==> src/rtl/mips_debug_pkg.sv <==
// mips_debug_pkg: register-file geometry and dump FSM encoding shared by the debug blocks
package mips_debug_pkg;
    localparam int REG_ADDR_WIDTH = 5;
    localparam int REG_DATA_WIDTH = 32;
    localparam int NUM_REGS       = 32;

    typedef enum logic [1:0] {
        IDLE = 2'd0,
        READ = 2'd1,
        HOLD = 2'd2,
        DONE = 2'd3
    } dump_state_t;
endpackage

==> src/rtl/reg_dump_reader_if.sv <==
// reg_dump_reader_if: control, register-file read port and output stream of the dump reader
interface reg_dump_reader_if
    import mips_debug_pkg::*;
#(
    parameter int DATA_WIDTH = REG_DATA_WIDTH,
    parameter int ADDR_WIDTH = REG_ADDR_WIDTH
);
    logic                  Start;
    logic                  Abort;
    logic [ADDR_WIDTH-1:0] FirstReg;
    logic [ADDR_WIDTH-1:0] LastReg;
    logic [ADDR_WIDTH-1:0] DumpReadReg;
    logic [DATA_WIDTH-1:0] DumpReadData;
    logic                  OutValid;
    logic                  OutReady;
    logic [ADDR_WIDTH-1:0] OutIndex;
    logic [DATA_WIDTH-1:0] OutData;
    logic                  Busy;
    logic                  Done;

    modport master (
        input  Start, Abort, FirstReg, LastReg, DumpReadData, OutReady,
        output DumpReadReg, OutValid, OutIndex, OutData, Busy, Done
    );

    modport slave (
        output Start, Abort, FirstReg, LastReg, DumpReadData, OutReady,
        input  DumpReadReg, OutValid, OutIndex, OutData, Busy, Done
    );
endinterface

==> src/rtl/reg_dump_reader.sv <==
// reg_dump_reader: walks a register index range through a spare read port and
// streams (index, data) pairs over valid/ready
module reg_dump_reader
    import mips_debug_pkg::*;
#(
    parameter int DATA_WIDTH = REG_DATA_WIDTH,
    parameter int ADDR_WIDTH = REG_ADDR_WIDTH,
    parameter int NUM_REGS   = mips_debug_pkg::NUM_REGS
) (
    input  logic               clk,
    input  logic               reset,
    reg_dump_reader_if.master  bus
);
    dump_state_t           r_state;
    dump_state_t           w_next;
    logic [ADDR_WIDTH-1:0] r_cur;
    logic [ADDR_WIDTH-1:0] r_end;
    logic [ADDR_WIDTH-1:0] r_index;
    logic [DATA_WIDTH-1:0] r_data;
    logic                  r_valid;
    logic                  w_xfer;
    logic                  w_last;
    logic [ADDR_WIDTH-1:0] w_cur_inc;

    assign w_xfer    = r_valid && bus.OutReady;
    assign w_last    = r_cur == r_end;
    assign w_cur_inc = (r_cur == ADDR_WIDTH'(NUM_REGS - 1)) ? '0 : r_cur + 1'b1;

    // Abort wins over everything except reset; Start with Abort in IDLE is dropped
    always_comb begin
        w_next = r_state;
        if (r_state == IDLE)
            w_next = (bus.Start && !bus.Abort) ? READ : IDLE;
        else if (bus.Abort)
            w_next = IDLE;
        else if (r_state == READ)
            w_next = HOLD;
        else if (r_state == HOLD)
            w_next = w_xfer ? (w_last ? DONE : READ) : HOLD;
        else
            w_next = IDLE;
    end

    always_ff @(posedge clk) begin
        if (reset) begin
            r_state <= IDLE;
            r_cur   <= '0;
            r_end   <= '0;
            r_index <= '0;
            r_data  <= '0;
            r_valid <= 1'b0;
        end else begin
            r_state <= w_next;
            r_valid <= w_next == HOLD;
            if (r_state == IDLE && w_next == READ) begin
                r_cur <= bus.FirstReg;
                r_end <= bus.LastReg;
            end
            if (r_state == HOLD && w_next == READ)
                r_cur <= w_cur_inc;
            if (r_state == READ && w_next == HOLD) begin
                r_index <= r_cur;
                r_data  <= bus.DumpReadData;
            end
        end
    end

    assign bus.DumpReadReg = r_cur;
    assign bus.OutValid    = r_valid;
    assign bus.OutIndex    = r_index;
    assign bus.OutData     = r_data;
    assign bus.Busy        = r_state != IDLE;
    assign bus.Done        = r_state == DONE;
endmodule
==> src/flat_wrapper.sv <==
// flat-port wrapper written by rule: the top's interface ports become plain ports
module reg_dump_reader_flat import mips_debug_pkg::*;
#(
    parameter int DATA_WIDTH = REG_DATA_WIDTH,
    parameter int ADDR_WIDTH = REG_ADDR_WIDTH,
    parameter int NUM_REGS   = mips_debug_pkg::NUM_REGS
)
  (clk, reset, bus_Start, bus_Abort, bus_FirstReg, bus_LastReg, bus_DumpReadData, bus_OutReady, bus_DumpReadReg, bus_OutValid, bus_OutIndex, bus_OutData, bus_Busy, bus_Done);
  reg_dump_reader_if #(.DATA_WIDTH(DATA_WIDTH), .ADDR_WIDTH(ADDR_WIDTH)) bus_i ();
  input  logic clk;
  input  logic reset;
  input wire logic [$bits(bus_i.Start)-1:0] bus_Start;
  input wire logic [$bits(bus_i.Abort)-1:0] bus_Abort;
  input wire logic [$bits(bus_i.FirstReg)-1:0] bus_FirstReg;
  input wire logic [$bits(bus_i.LastReg)-1:0] bus_LastReg;
  input wire logic [$bits(bus_i.DumpReadData)-1:0] bus_DumpReadData;
  input wire logic [$bits(bus_i.OutReady)-1:0] bus_OutReady;
  output wire logic [$bits(bus_i.DumpReadReg)-1:0] bus_DumpReadReg;
  output wire logic [$bits(bus_i.OutValid)-1:0] bus_OutValid;
  output wire logic [$bits(bus_i.OutIndex)-1:0] bus_OutIndex;
  output wire logic [$bits(bus_i.OutData)-1:0] bus_OutData;
  output wire logic [$bits(bus_i.Busy)-1:0] bus_Busy;
  output wire logic [$bits(bus_i.Done)-1:0] bus_Done;
  assign bus_i.Start = bus_Start;
  assign bus_i.Abort = bus_Abort;
  assign bus_i.FirstReg = bus_FirstReg;
  assign bus_i.LastReg = bus_LastReg;
  assign bus_i.DumpReadData = bus_DumpReadData;
  assign bus_i.OutReady = bus_OutReady;
  assign bus_DumpReadReg = bus_i.DumpReadReg;
  assign bus_OutValid = bus_i.OutValid;
  assign bus_OutIndex = bus_i.OutIndex;
  assign bus_OutData = bus_i.OutData;
  assign bus_Busy = bus_i.Busy;
  assign bus_Done = bus_i.Done;
  reg_dump_reader #(.DATA_WIDTH(DATA_WIDTH), .ADDR_WIDTH(ADDR_WIDTH), .NUM_REGS(NUM_REGS)) u_core (.clk(clk), .reset(reset), .bus(bus_i));
endmodule
==> config.mk <==
export PLATFORM = sky130hd
export DESIGN_NAME = reg_dump_reader_flat
export DESIGN_NICKNAME = d
export VERILOG_FILES = /design/src/rtl/mips_debug_pkg.sv /design/src/rtl/reg_dump_reader_if.sv /design/src/rtl/reg_dump_reader.sv /design/src/flat_wrapper.sv
export SDC_FILE = /design/constraint.sdc
export NUM_CORES = 1
export LEC_CHECK = 0
export CORE_ASPECT_RATIO = 1.25
export CORE_MARGIN = 5
export CORE_UTILIZATION = 41
export CTS_CLUSTER_DIAMETER = 80
export DETAILED_ROUTE_END_ITERATION = 10
export PLACE_DENSITY = 0.82
export SYNTH_ARGS = -nofsm -noshare
export SYNTH_HDL_FRONTEND = slang
export SYNTH_SLANG_ARGS = --single-unit
==> constraint.sdc <==
create_clock -name clk -period 2.55 [get_ports clk]
set_clock_uncertainty 0.1 [all_clocks]
set_input_delay 0.51 -clock clk [delete_from_list [all_inputs] [get_ports clk]]
set_output_delay 0.51 -clock clk [all_outputs]
set_load 0.02 [all_outputs]
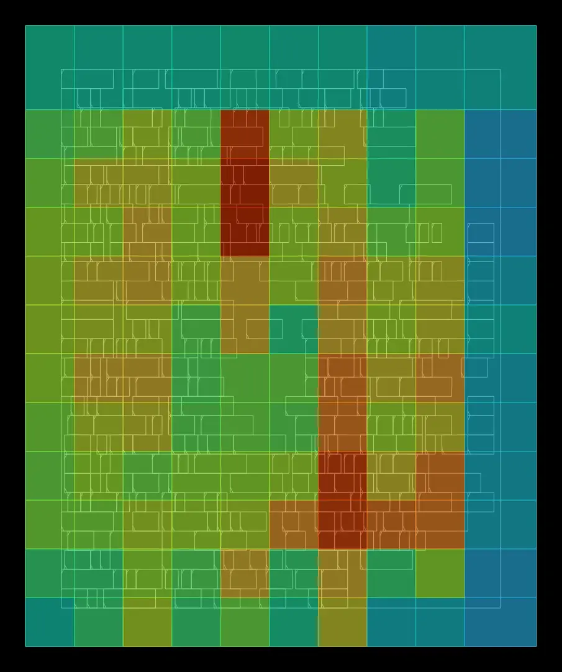
Figure 1: congestion heat map.
wire per inst: 13.44 µm
Total Routing Usage GR: 0.1730

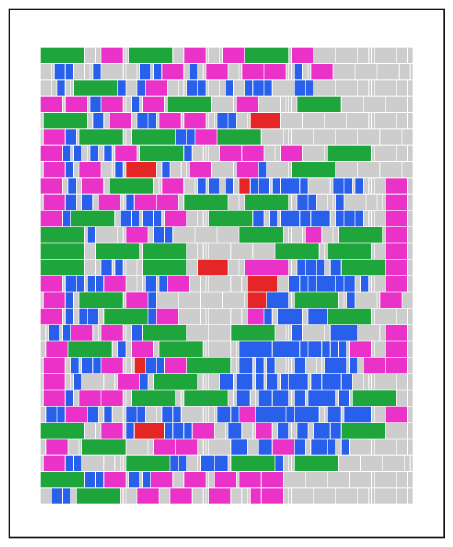
Figure 2: cells coloured by class.
Drawn at 6 px/µm. Fill, decap, tap and diode cells in grey.
[clock drivers and dummy loads] red | cells: 8 | share of their area: 2.9%
[sequential cells] green | cells: 50 | share of their area: 34%
[remaining buffers and delay cells] magenta | cells: 96 | share of their area: 32%
[combinational and other logic] blue | cells: 186 | share of their area: 31%
post-layout util: 0.6450
CORE AREA: 4730 µm²
Finished Cell Area: 3050 µm²

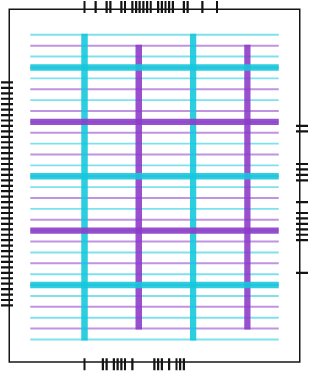
Figure 3: PDN straps and rails.
Drawn at 4 px/µm. Pins as bars on the die edge.
[VDD] purple
[VSS] cyan
signal pins: 92
met1 rails: 29
met4 straps: 4
rows: 28
met5 straps: 5
Max IR drop VDD: 0.3486 mV
Die Span Y: 87.81 µm
overall die width: 72.25 µm

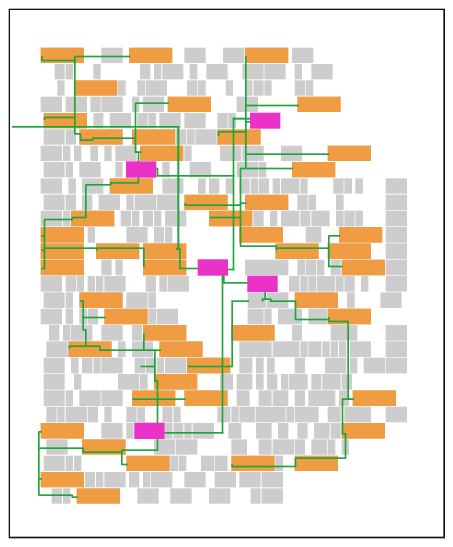
Figure 4: clock wires, drivers and flops.
Drawn at 6 px/µm.
[flip-flops] orange | count: 50
[clock drivers] magenta | count: 5
[clock wires] green | length: 576 µm
flops lie: spread over the die
routed clock nets: 6
Clk. pwr: 458 µW
clk latency late pin: 0.30 ns

==> flow_summary.yaml <==
# physical design summary
clock_network:
  postCtsHoldBufs: 0
  clk_path_buf_depth: 2
  clk_pin_slew_worst_paths_ns: 0.09
  cts_tree: "yes"
  numCtsBuffers: 5
  root_buffer: "clkbuf_8"
placement:
  dp_slack_ns: 0.1400
  routabilityCongestion: 0.8101
  numPortBuffers: 91
logic_synthesis:
  synthCells: 249
  synth.comb.largest_family: "simple AND/OR/NAND/NOR gates"
  synth_area_per_cell_um2: 7.975
  seq_area_frac_synth: 0.5041
  synth-async-reset-ratio: 0
  common_cells: "93 x nand2_1, 50 x dfxtp_1, 44 x a21oi_1, 11 x clkbuf_1, 7 x nor2_1"
  post-synth-top-area-cell: "dfxtp_1"
sta:
  slew_viol_final: 0
  fmax_mhz: 469.1
  slew_headroom: 0.5211
  tightest_slew_ns: 0.7183
  fin_crit_ns: 2.132
finish:
  regArea_um2: 1001
  combGateArea_um2: 930.9
  num_antenna_cells: 0
hold_path:
  whs_path_depth: 2
  hp-class: "flop to flop"
  holdPathEnd: "u_core.bus.OutData[11]"
global_routing:
  grt_remaining_overflow: 0
  grt_pass1_wl_um: 8618
drt:
  final_antenna_net_count: 0
  num_vias: 1987
  wl_um: 5377
  vias_per_cell: 4.968
worst_setup_path:
  reg2reg_from: "u_core.bus.DumpReadReg[0]"
run_status:
  status: "completed"
flow_run:
  warning_count: 26
-- final cells by class --
class,instances,area share
Multi-Input combinational cell,186,0.3052
Tap cell,60,0.02461
Clock buffer,5,0.02256
Timing Repair Buffer,96,0.3134
Sequential cell,50,0.3281
Clock inverter,3,0.006153
-- flip-flops by register name (all words and copies together), names as in the netlist --
register	flops
u_core.bus.OutData	32
u_core.r_state	2
u_core.bus.OutIndex	5
u_core.bus.OutValid	1
u_core.r_end	5
u_core.bus.DumpReadReg	5
-- metrics by stage --
stage                     std cells  hold slack (ns)
after floorplan                 249           0.3478
after global placement          392           0.3407
after detailed placement        392           0.3470
after CTS                       400           0.3601
after global routing            400           0.3813
final                           400           0.3555
-- where the power goes --
| part | switching (µW) | internal (µW) | leakage [µW] | total (µW) |
|---|---|---|---|---|
| logic | 100 | 121 | 0.000636 | 222 |
| registers | 17.8 | 800 | 0.000405 | 818 |
| clock network | 265 | 193 | 0.0000483 | 458 |
-- metal layers --
layer  vias up  wire length, µm  share of wire  GRT usage
met5         -                0              0          0
met4         0              113          0.021    0.06154
met3        13              751           0.14     0.1033
met2        76             2529           0.47     0.2933
met1       892             1982           0.37     0.1749
li1       1006                -              -          -
-- critical path, stage by stage (launching register included) --
cell,delay (ns)
dfxtp_1,0.38
or2_2,0.31
clkdlybuf4s50_1,0.54
-- cell families (layout without fill, tap and decap cells) --
| group | after synthesis | in the layout |
|---|---|---|
| buffers and inverters | 13 | 104 |
| flip-flops | 50 | 50 |
| AND/OR/NAND/NOR | 121 | 121 |
| multiplexers | 2 | 2 |
| adder cells (fa/ha/maj) | 2 | 2 |
| AND-OR/OR-AND | 56 | 56 |
| XOR/XNOR | 5 | 5 |
Power figures rest on the tool's default switching activity, not on a simulated workload.
